[src/rtl/rv32_pipe_pkg.sv]
//------------------------------------------------------------------------------
// Module   : rv32_pipe_pkg
// Desc     : Shared forwarding codes, widths and stage record for the RV32I pipe
// Revision : 1.0 - initial release
//------------------------------------------------------------------------------
`default_nettype none

package rv32_pipe_pkg;

   localparam int XLEN_DEF  = 32;
   localparam int RADDR_DEF = 5;

   localparam logic [1:0] FWD_RF = 2'b00;
   localparam logic [1:0] FWD_S1 = 2'b01;
   localparam logic [1:0] FWD_S2 = 2'b10;

   typedef struct packed {
      logic                 valid;
      logic [RADDR_DEF-1:0] rd;
      logic [XLEN_DEF-1:0]  data;
      logic                 is_load;
      logic                 ready;
   } stage_t;

   localparam stage_t STAGE_BUBBLE = '0;

   typedef enum logic [0:0] {
      ST_RUN       = 1'b0,
      ST_LOAD_WAIT = 1'b1
   } state_t;

endpackage

`default_nettype wire

[src/rtl/fwd_operand_mux.sv]
//------------------------------------------------------------------------------
// Module   : fwd_operand_mux
// Desc     : Selects one operand from register file, S1 or S2 result
// Revision : 1.0 - initial release
//------------------------------------------------------------------------------
`default_nettype none

module fwd_operand_mux
   import rv32_pipe_pkg::*;
#(
   parameter int XLEN = XLEN_DEF
) (
   input  logic [1:0]      sel,
   input  logic [XLEN-1:0] rf_data,
   input  logic [XLEN-1:0] s1_data,
   input  logic [XLEN-1:0] s2_data,
   output logic [XLEN-1:0] op_out
);

   // Code 11 falls through to S1: the newest result wins.
   always_comb begin
      op_out = s1_data;
      case (sel)
         FWD_RF:  op_out = rf_data;
         FWD_S2:  op_out = s2_data;
         default: op_out = s1_data;
      endcase
   end

endmodule

`default_nettype wire

[src/rtl/wb_forward_pipe.sv]
//------------------------------------------------------------------------------
// Module   : wb_forward_pipe
// Desc     : MEM/WB stages, load-data capture with stall, RF write, forwarding
// Revision : 1.0 - initial release
//------------------------------------------------------------------------------
`default_nettype none

module wb_forward_pipe
   import rv32_pipe_pkg::*;
#(
   parameter int XLEN  = XLEN_DEF,
   parameter int RADDR = RADDR_DEF
) (
   input  logic             clk,
   input  logic             reset,
   input  logic             ex_valid,
   input  logic [RADDR-1:0] ex_rd,
   input  logic [XLEN-1:0]  ex_result,
   input  logic             ex_is_load,
   input  logic             ex_no_wb,
   input  logic             flush,
   input  logic             mem_rvalid,
   input  logic [XLEN-1:0]  mem_rdata,
   input  logic [1:0]       fwd_sel1,
   input  logic [1:0]       fwd_sel2,
   input  logic [XLEN-1:0]  rf_rdata1,
   input  logic [XLEN-1:0]  rf_rdata2,
   output logic [XLEN-1:0]  op1_out,
   output logic [XLEN-1:0]  op2_out,
   output logic             rf_we,
   output logic [RADDR-1:0] rf_waddr,
   output logic [XLEN-1:0]  rf_wdata,
   output logic             stall_out
);

   state_t r_state;
   state_t w_state_nx;
   stage_t r_s1;
   stage_t r_s2;
   logic   r_drop_pending;

   logic   w_s1_pending;
   logic   w_capture;
   logic   w_hold;
   logic   w_new_valid;
   logic   w_unused_s2;

   assign w_s1_pending = r_s1.valid & r_s1.is_load & ~r_s1.ready;
   assign w_capture    = mem_rvalid & w_s1_pending & ~r_drop_pending;
   // S1 must hold from the first cycle a load sits unready, before the stall shows.
   assign w_hold       = (r_state == ST_LOAD_WAIT) | w_s1_pending;
   assign w_new_valid  = ex_valid & ~ex_no_wb & ~flush;

   always_ff @(posedge clk) begin
      if (reset) begin
         r_state <= ST_RUN;
      end else begin
         r_state <= w_state_nx;
      end
   end

   always_comb begin
      w_state_nx = r_state;
      case (r_state)
         ST_RUN: begin
            if (w_s1_pending & ~w_capture & ~flush) begin
               w_state_nx = ST_LOAD_WAIT;
            end
         end
         ST_LOAD_WAIT: begin
            if (flush | w_capture | ~w_s1_pending) begin
               w_state_nx = ST_RUN;
            end
         end
         default: w_state_nx = ST_RUN;
      endcase
   end

   always_ff @(posedge clk) begin
      if (reset) begin
         r_s1           <= STAGE_BUBBLE;
         r_s2           <= STAGE_BUBBLE;
         r_drop_pending <= 1'b0;
      end else begin
         if (mem_rvalid & r_drop_pending) begin
            r_drop_pending <= 1'b0;
         end
         if (w_hold) begin
            r_s2 <= STAGE_BUBBLE;
            if (flush) begin
               r_s1 <= STAGE_BUBBLE;
               // A response arriving with the flush is the one being abandoned.
               if (w_s1_pending) begin
                  r_drop_pending <= r_drop_pending | ~mem_rvalid;
               end
            end else if (w_capture) begin
               r_s1.data  <= mem_rdata;
               r_s1.ready <= 1'b1;
            end
         end else begin
            r_s2         <= r_s1;
            r_s1.valid   <= w_new_valid;
            r_s1.rd      <= w_new_valid ? ex_rd : '0;
            r_s1.data    <= ex_result;
            r_s1.is_load <= ex_is_load;
            r_s1.ready   <= ~ex_is_load;
         end
      end
   end

   assign rf_we       = r_s2.valid & (|r_s2.rd);
   assign rf_waddr    = r_s2.rd;
   assign rf_wdata    = r_s2.data;
   assign stall_out   = (r_state == ST_LOAD_WAIT);
   assign w_unused_s2 = ^{r_s2.is_load, r_s2.ready};

   fwd_operand_mux #(.XLEN(XLEN)) u_fwd_op1 (
      .sel     (fwd_sel1),
      .rf_data (rf_rdata1),
      .s1_data (r_s1.data),
      .s2_data (r_s2.data),
      .op_out  (op1_out)
   );

   fwd_operand_mux #(.XLEN(XLEN)) u_fwd_op2 (
      .sel     (fwd_sel2),
      .rf_data (rf_rdata2),
      .s1_data (r_s1.data),
      .s2_data (r_s2.data),
      .op_out  (op2_out)
   );

endmodule

`default_nettype wire

[config.mk]
export PLATFORM = sky130hd
export DESIGN_NAME = wb_forward_pipe
export DESIGN_NICKNAME = d
export VERILOG_FILES = /design/src/rtl/rv32_pipe_pkg.sv /design/src/rtl/fwd_operand_mux.sv /design/src/rtl/wb_forward_pipe.sv
export SDC_FILE = /design/constraint.sdc
export NUM_CORES = 1
export LEC_CHECK = 0
export CAP_MARGIN = 20
export CORE_MARGIN = 4
export CORE_UTILIZATION = 40
export DETAILED_ROUTE_END_ITERATION = 10
export PLACE_DENSITY = 0.88
export SLEW_MARGIN = 10
export SYNTH_ARGS = -nofsm -noshare
export SYNTH_HDL_FRONTEND = slang
export SYNTH_HIERARCHICAL = 1
export SYNTH_SLANG_ARGS = --single-unit
[constraint.sdc]
create_clock -name clk -period 1.8 [get_ports clk]
set_clock_uncertainty 0.05 [all_clocks]
set_input_delay 0.36 -clock clk [delete_from_list [all_inputs] [get_ports clk]]
set_output_delay 0.36 -clock clk [all_outputs]
set_load 0.005 [all_outputs]
==> qor.yml <==
power_and_ir_drop:
  powerDensity_nw_per_um2: 680
  p_leak_uw: 0.00317
cts:
  h-tree-depth: 3
  clk_pin_slew_ns: 0.06
  cts_buffers: 9
  cts_max_path_buffers: 2
  clk_root_buffer_cell: "clkbuf_16"
  cts_hold_buf: 0
  cts_tree: "done"
  clock-sinks: 80
drt:
  via_per_inst: 5.41
  drt_wl_total_mm: 15.8
  drcViolationCount: 0
  drt_iter0_markers: 257
  vias: 4929
grt:
  antenna_found_initial: 1
  grt_pass1_wl_mm: 24.3
  grtUsageTotal_pct: 22.7
floorplanning:
  chipArea_um2: 13400
  fp_util_pct: 40.8
  ios: 247
  die_y_um: 116
  row_count: 39
final_layout:
  final_area_um2: 7160
  syn2layout_area_growth_pct: 54.4
  fillers: 977
  num-nets-final: 907
  diodes: 0
  drive_above_1_share_pct: 7.16
synth:
  synthFlopType: "dfxtp_1"
  syn-mean-instance-area_um2: 8.15
  ys_chip_area_um2: 4640
  synth_cells: 569
  synthTopCellsByArea: "dfxtp_1 35%, mux2i_1 14%, nand2_1 11%"
  ys_seq_share_pct: 34.5
  top_cell_area_share_pct: 34.5
  numSynthFlops: 80
  synth.largest_area_cell: "dfxtp_1"
  yosysUniqueCellTypes: 31
  synth_nets: 713
  yosysWarningCount: 6
  syn_area_um2: 4640
critical_path:
  cp-end-kind: "primary output"
  cp.arrival_ns: 1.43
  critPathKind: "register to primary output"
  critPathLaunchType: "register"
  required_ns: 1.39
  cp_max_fo: 2
sta:
  tightest_slew_ns: 0.353
  rsz0062_at_grt: "true"
  drv_slew: 0
  slew_headroom_pct: 76.4
  finalCritPeriodShare_pct: 102
  setup_ws_ns: -0.0384
  final_hold_viol_count: 0
  setup_viol: 1
  period_minus_slack_ns: 1.84
placement:
  place_area_um2: 6950
  gp_congestion: 0.862
  port_buffers: 246
  dpl.hpwl_mm: 12.1
status:
  violations: "negative setup slack"
  status: "finished, violations left"
min_path:
  hold_path_class: "register to register"
flow_run:
  warning_count: 28
## worst max-delay path, stage by stage (launching register included)
cell      delay, ns
dfxtp_1        0.30
or4_1          0.51
o21a_1         0.18
clkbuf_2       0.11
## flip-flops by register name (all words and copies together) (netlist names)
register,flops
rf_waddr,5
r_s2,1
stall_out,1
r_drop_pending,1
r_s1,40
rf_wdata,32
## cell families after synthesis
group,share of synthesized area [%]
flops,34.5
simple gates,19.3
compound gates,18.6
mux,13.8
buf+inv,13.8
## layout make-up
| cell class | count | area [um^2] | area share (%) |
|---|---|---|---|
| clock buffer | 13 | 260 | 3.63 |
| clock inverter | 3 | 40.0 | 0.559 |
| tap | 143 | 179 | 2.50 |
| multi-input combinational | 398 | 2400 | 33.6 |
| sequential | 80 | 1600 | 22.4 |
| inverter | 3 | 11.3 | 0.157 |
| timing repair buffer | 271 | 2670 | 37.2 |
## routing by layer
layer	vias to the layer above	part of all wire, %
met1	2268	38
li1	2355	-
met5	-	0.095
met4	2	3.8
met2	246	51
met3	58	7.7
## where the power goes
group / internal [uW] / switching [uW]
clock: 1150 / 688
combinational: 668 / 409
sequential: 1870 / 87.8
## timing repair
action,CTS,global route
pin swaps,0,2
gates resized,67,3
setup endpoints to repair,65,2
## cells in the final DEF, fill, tap and decap left out, types with 9 or more instances in the layout
master,synthesis,layout
dlygate4sd2_1,0,63
buf_12,6,10
clkdlybuf4s50_1,0,177
clkbuf_16,0,9
o21ai_1,67,68
a32oi_1,32,32
o21ai_0,25,24
and3_1,38,38
nand2_1,132,132
dfxtp_1,80,80
buf_4,42,15
mux2i_1,64,64
## Yosys cell counts, types with 6 or more instances
library cell,number
clkbuf_1,14
buf_12,6
o21ai_1,67
nand3_1,7
nand2_1,132
a21oi_1,7
buf_4,42
dfxtp_1,80
and3_1,38
nand3b_1,7
o21ai_0,25
a32oi_1,32
mux2i_1,64
buf_2,24
## through the flow
| stage | setup TNS (ns) | setup WS (ns) | std cells | total power (uW) | hold WS, ns |
|---|---|---|---|---|---|
| 3_3_place_gp | -7.77 | -0.215 | 895 | 3120 | 0.408 |
| 2_1_floorplan | 0 | 0.422 | 569 | 2460 | 0.399 |
| 3_5_place_dp | -9.26 | -0.300 | 895 | 3160 | 0.420 |
| 4_1_cts | -0.149 | -0.149 | 911 | 4910 | 0.431 |
| 5_1_grt | -0.0985 | -0.0985 | 911 | 5080 | 0.452 |
| 6_report | -0.0384 | -0.0384 | 911 | 4870 | 0.429 |
## final timing paths
kind                            slack, ns        start  depth (start not counted)          end
worst max-delay path                -0.04  rf_waddr[2]                          3        rf_we
worst min-delay path                 0.43     r_s1[37]                          1  rf_waddr[3]
worst min register to register       0.43     r_s1[37]                          1  rf_waddr[3]
worst max register to register       0.24      r_s1[0]                          5     r_s1[10]
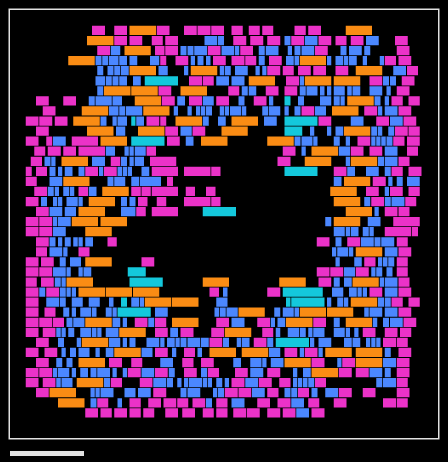
(images/placement_by_type.png)
The bar under the picture is 20 um long.
- clock drivers and dummy loads: cyan (cells 16; share of their area 4.3%)
- flops: orange (cells 80; share of their area 23%)
- other buffers and delay cells: magenta (cells 271; share of their area 38%)
- combinational and other logic: blue (cells 401; share of their area 35%)

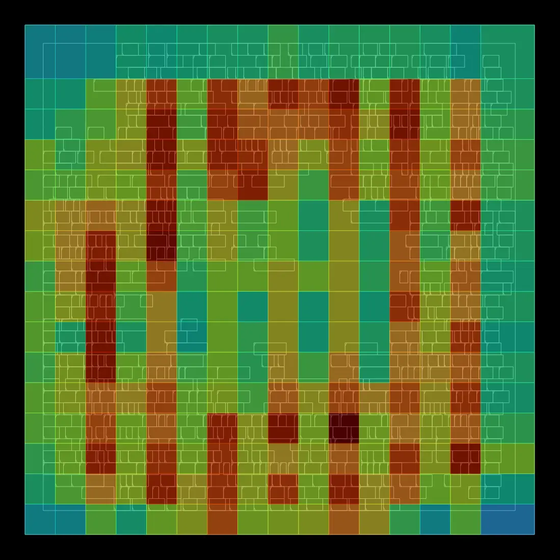
(images/congestion.png)
grt met1 use: 25.0%
DR WL/cell: 17.4 um
grt met3 use: 4.23%
GR peak layer: met2
met2 usage: 41.4%

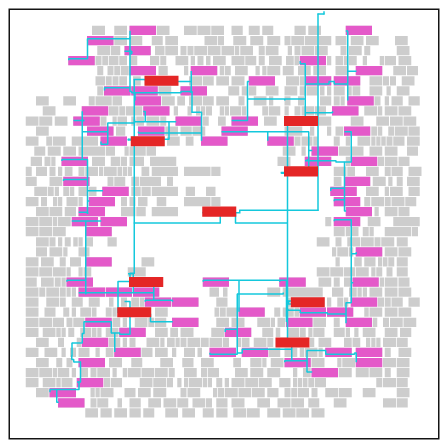
(images/clk_routes.png)
- clock wires: cyan (length 1010 um)
- flip-flops: magenta (count 80)
- clock drivers: red (count 9)
- flops lie: all over the die

Power figures rest on the tool's default switching activity, not on a simulated workload.
